### src/rtl/apb_navi_ctrl.sv
`default_nettype none
// ============================================================================
// Module   : apb_navi_ctrl
// Purpose  : APB slave input controller. Synchronises and debounces NUM_CH
//            raw button lines and captures press/release events in sticky
//            W1C flags. It also counts frames from the VGA super-blank
//            strobe and drives a maskable level interrupt.
// Ports    : clk, rst            - clock, synchronous active-high reset
//            paddr/psel/penable/
//            pwrite/pwdata       - APB request (register index = paddr[30:14])
//            pready/prdata/
//            pslverr             - APB response (zero wait, never errors)
//            navi_raw            - raw button levels, asynchronous
//            super_blank         - VGA super-blank level, asynchronous
//            navi_level          - debounced button levels
//            irq                 - interrupt request, registered level
// Map      : 0 LEVEL(RO) 1 EVENT(W1C) 2 IRQ_EN(RW) 3 CTRL(RW)
//            4 FRAME(RO) 5 super_blank sync'd (RO)
// Revision : 1.0 - initial release
// ============================================================================
module apb_navi_ctrl #(
    parameter int NUM_CH   = 5,
    parameter int DB_CNT_W = 16,
    parameter int DB_LIMIT = 50000,
    parameter int FRAME_W  = 16
) (
    input  logic              clk,
    input  logic              rst,
    input  logic [31:0]       paddr,
    input  logic              psel,
    input  logic              penable,
    input  logic              pwrite,
    input  logic [31:0]       pwdata,
    output logic              pready,
    output logic [31:0]       prdata,
    output logic              pslverr,
    input  logic [NUM_CH-1:0] navi_raw,
    input  logic              super_blank,
    output logic [NUM_CH-1:0] navi_level,
    output logic              irq
);

    localparam logic [16:0]         c_idx_level  = 17'd0;
    localparam logic [16:0]         c_idx_event  = 17'd1;
    localparam logic [16:0]         c_idx_irq_en = 17'd2;
    localparam logic [16:0]         c_idx_ctrl   = 17'd3;
    localparam logic [16:0]         c_idx_frame  = 17'd4;
    localparam logic [16:0]         c_idx_sblank = 17'd5;
    localparam logic [DB_CNT_W-1:0] c_db_last    = DB_CNT_W'(DB_LIMIT - 1);

    logic [16:0]        w_idx;
    logic               w_wr, w_wr_event, w_wr_en, w_wr_ctrl;
    logic [NUM_CH-1:0]  r_nav_s1, r_nav_s2;
    logic               r_sb_s1, r_sb_s2, r_sb_d;
    logic               w_sb_rise;
    logic [NUM_CH-1:0]  r_level, w_level_nxt;
    logic [NUM_CH-1:0]  w_set_ch;
    logic [NUM_CH-1:0]  r_ev_ch, w_ev_ch_nxt, r_en_ch, w_en_ch_nxt;
    logic               r_ev_fr, w_ev_fr_nxt, r_en_fr, w_en_fr_nxt;
    logic [1:0]         r_ctrl;
    logic [FRAME_W-1:0] r_frame;
    logic               r_irq;
    logic               w_unused;

    assign w_idx      = paddr[30:14];
    assign w_wr       = psel & penable & pwrite;
    assign w_wr_event = w_wr && (w_idx == c_idx_event);
    assign w_wr_en    = w_wr && (w_idx == c_idx_irq_en);
    assign w_wr_ctrl  = w_wr && (w_idx == c_idx_ctrl);

    assign pready     = psel & penable;
    assign pslverr    = 1'b0;
    assign navi_level = r_level;
    assign irq        = r_irq;

    // Only paddr[30:14] and a few pwdata bits are decoded.
    assign w_unused = &{1'b0, paddr[31], paddr[13:0], pwdata};

    // Two-flop synchronisers; r_sb_d is the previous synchronised value
    // used for super-blank rising-edge detection.
    always_ff @(posedge clk) begin
        if (rst) begin
            r_nav_s1 <= '0;
            r_nav_s2 <= '0;
            r_sb_s1  <= 1'b0;
            r_sb_s2  <= 1'b0;
            r_sb_d   <= 1'b0;
        end else begin
            r_nav_s1 <= navi_raw;
            r_nav_s2 <= r_nav_s1;
            r_sb_s1  <= super_blank;
            r_sb_s2  <= r_sb_s1;
            r_sb_d   <= r_sb_s2;
        end
    end

    assign w_sb_rise = r_sb_s2 & ~r_sb_d;

    // Per-channel debounce: a new level is accepted only after it has
    // differed from the current level for DB_LIMIT consecutive cycles.
    generate
        for (genvar ch = 0; ch < NUM_CH; ch++) begin : g_ch
            logic [DB_CNT_W-1:0] r_cnt;
            logic                w_accept;

            assign w_accept        = (r_nav_s2[ch] != r_level[ch]) && (r_cnt == c_db_last);
            assign w_level_nxt[ch] = w_accept ? r_nav_s2[ch] : r_level[ch];

            always_ff @(posedge clk) begin
                if (rst) begin
                    r_cnt <= '0;
                end else if (r_nav_s2[ch] == r_level[ch] || w_accept) begin
                    r_cnt <= '0;
                end else begin
                    r_cnt <= r_cnt + DB_CNT_W'(1);
                end
            end
        end
    endgenerate

    // Hardware set is OR-ed after the W1C mask so a coincident set wins.
    assign w_set_ch    = (w_level_nxt & ~r_level & {NUM_CH{r_ctrl[0]}}) |
                         (~w_level_nxt & r_level & {NUM_CH{r_ctrl[1]}});
    assign w_ev_ch_nxt = (r_ev_ch & ~(w_wr_event ? pwdata[NUM_CH-1:0] : '0)) | w_set_ch;
    assign w_ev_fr_nxt = (r_ev_fr & ~(w_wr_event & pwdata[16])) | w_sb_rise;
    assign w_en_ch_nxt = w_wr_en ? pwdata[NUM_CH-1:0] : r_en_ch;
    assign w_en_fr_nxt = w_wr_en ? pwdata[16] : r_en_fr;

    always_ff @(posedge clk) begin
        if (rst) begin
            r_level <= '0;
            r_ev_ch <= '0;
            r_ev_fr <= 1'b0;
            r_en_ch <= '0;
            r_en_fr <= 1'b0;
            r_ctrl  <= 2'b00;
            r_frame <= '0;
            r_irq   <= 1'b0;
        end else begin
            r_level <= w_level_nxt;
            r_ev_ch <= w_ev_ch_nxt;
            r_ev_fr <= w_ev_fr_nxt;
            r_en_ch <= w_en_ch_nxt;
            r_en_fr <= w_en_fr_nxt;
            if (w_wr_ctrl) begin
                r_ctrl <= pwdata[1:0];
            end
            if (w_sb_rise) begin
                r_frame <= r_frame + FRAME_W'(1);
            end
            // Evaluated on next-state flags/enables so a clear or mask
            // removes the request on the same edge that updates the flags.
            r_irq <= (|(w_ev_ch_nxt & w_en_ch_nxt)) | (w_ev_fr_nxt & w_en_fr_nxt);
        end
    end

    always_comb begin
        prdata = '0;
        if (psel) begin
            case (w_idx)
                c_idx_level:  prdata[NUM_CH-1:0] = r_level;
                c_idx_event: begin
                    prdata[NUM_CH-1:0] = r_ev_ch;
                    prdata[16]         = r_ev_fr;
                end
                c_idx_irq_en: begin
                    prdata[NUM_CH-1:0] = r_en_ch;
                    prdata[16]         = r_en_fr;
                end
                c_idx_ctrl:   prdata[1:0]         = r_ctrl;
                c_idx_frame:  prdata[FRAME_W-1:0] = r_frame;
                c_idx_sblank: prdata[0]           = r_sb_s2;
                default:      prdata              = '0;
            endcase
        end
    end

endmodule
`default_nettype wire

### config.mk
export PLATFORM = sky130hd
export DESIGN_NAME = apb_navi_ctrl
export DESIGN_NICKNAME = d
export VERILOG_FILES = /design/src/rtl/apb_navi_ctrl.sv
export SDC_FILE = /design/constraint.sdc
export NUM_CORES = 1
export LEC_CHECK = 0
export ABC_AREA = 1
export CORE_MARGIN = 2
export CORE_UTILIZATION = 50
export DETAILED_ROUTE_END_ITERATION = 7
export PLACE_DENSITY_LB_ADDON = 0.25
export REMOVE_ABC_BUFFERS = 1
export SYNTH_ARGS = -nofsm -noshare
export SYNTH_HDL_FRONTEND = slang
export SYNTH_SLANG_ARGS = --single-unit
### constraint.sdc
create_clock -name clk -period 2.77 [get_ports clk]
set_clock_uncertainty 0.2 [all_clocks]
set_input_delay 0.554 -clock clk [delete_from_list [all_inputs] [get_ports clk]]
set_output_delay 0.554 -clock clk [all_outputs]
set_load 0.01 [all_outputs]
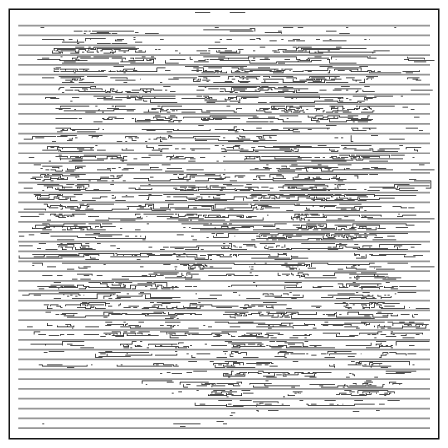
(images/layer_met1.png)
Supply wires on this layer in gray.
The layer carries 6,840 um of wire. The layer holds 47% of the routed length. The wires run mostly horizontal.

==> run_results.csv <==
group,metric,value,unit
hold_path,min_path_type,"reg2reg",
final_layout,ff_count,129,
final_layout,multiInputCombCellCount,632,
floorplan,die_area,0.0141,mm2
route,drtAntennaViolNets,0,
setup_path,r2r_cells,7,
synth,synthArstFlopShare,0,%
setup_path,critPathBufInv,3,
final_layout,layout.cells.most_common,"nand2_1",
final_layout,reg_top3,"g_ch.r_cnt x80, r_frame x16",
placement,place_inst,1155,
power,p_int,3.42,mW
synth,ys_seq_share,39.4,%
final_layout,final_cell_mix,"154 x nand2_1, 134 x nor2_1, 129 x dfxtp_1",
floorplan,n_tap_cell,172,
route,drc,0,
hold_path,worstHoldStart,"r_nav_s1[0]",
power,power_density,532,mW/mm2
route,drt-met1-wl,6840,um
grt,use_met3,6.23,%
final_layout,clock_buffers,21,
synth,yosys_register_bits,129,
cts,cts_sinks,129,
sta,post-route-period-util,97.2,%
final_layout,mi_logic_area,0.00345,mm2
final_layout,largest_class,"multi-input combinational cells",
placement,hpwl,10300,um
route,routed.top_layer,"met4",
setup_path,path_cells,"buf_6 > nor2_4 > nand2_4 > nor2_8 > nand4_4 > buf_4 > nor3_4 > a21oi_2 > o21ai_1 > nor2_1 > nor2_1 > buf_2",
final_layout,seq_share,31.7,%
sta,min_period,2.69,ns
run,tool_warnings,67,
power,total_power,4.34,mW
placement,pre_cts_ws,-0.695,ns
final_layout,synthToLayoutAreaGrowth,24.2,%
setup_path,r2r-start,"g_ch[4].r_cnt[0]",
setup_path,critPathRequiredTime,2.02,ns
setup_path,cpMaxStageDelayCell,"buf_4",
hold_path,hold_depth,2,
power,clkPwrFrac,52.8,%
setup_path,end_kind,"output port",
route,first_pass_iters,5,
status,status,"finished, final reports clean",
final_layout,clk_share,7.41,%
cts,post_cts_buffers,3,
synth,synthAoiAreaFrac,9.86,%
grt,grtUsageMet1,28.3,%
synth,avgSynthCellArea,7.19,um2
synth,ys.flop_type,"dfxtp_1",
cts,ctsResizeCount,115,
synth,largest_area_cell,"dfxtp_1",
cts,clock_latency,0.42,ns
setup_path,crit_arrival,1.94,ns
route,dr_wl_met2,6800,um
synth,most_common_cell,"nand2_1",
final_layout,signal_buffers,89,
grt,top_usage_layer,"met2",
synth,synth-edff-count,0,
synth,ys_warn_count,0,
power,p_sw_share,21.3,%
cts,clkTransAtPathRegs,0.06,ns
final_layout,design_area,0.00815,mm2
synth,synthTopCellsByCount,"159 x nand2_1, 139 x nor2_1, 129 x dfxtp_1",
sta,fmax,0.371,GHz
power,power.leakage,3.15,nW
placement,place_area,0.00743,mm2
sta,setup_slack,0.0779,ns
hold_path,holdPathEnd,"r_nav_s2[0]",
final_layout,sh_comb_area,42.3,%
power,peakVddDrop,499,uV
sta,slew_viol_final,0,
grt,globalRouteMet2Util,35.4,%
setup_path,worstSetupStartpoint,"paddr[29]",
sta,hold_viol,0,
synth,syn_area,0.00656,mm2
cts,htreeDepth,4,
setup_path,cp_num_cells,12,
synth,xor_share,1.33,%
power,power_frac_seq,43.2,%
route,wl_per_cell,12.3,um
grt,grt_max_degree,27,
run,maxCapViolCount,0,
setup_path,crit_path_end,"prdata[0]",
floorplan,rows,41,
synth,synth_cells,913,
final_layout,regMostFlops,"g_ch.r_cnt",
grt,antenna_found_initial,0,
floorplan,die_w,119,um
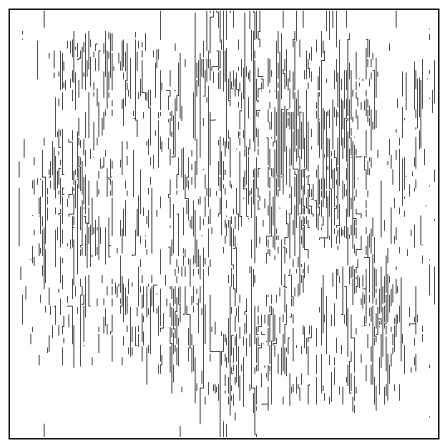
(images/layer_met2.png)
The wires run mostly vertical. 860 nets have wire on it. The longest straight run is 40.5 um. The layer holds 46% of the routed length. The layer carries 6,800 um of wire.

Power is estimated from default activity; no workload was simulated.
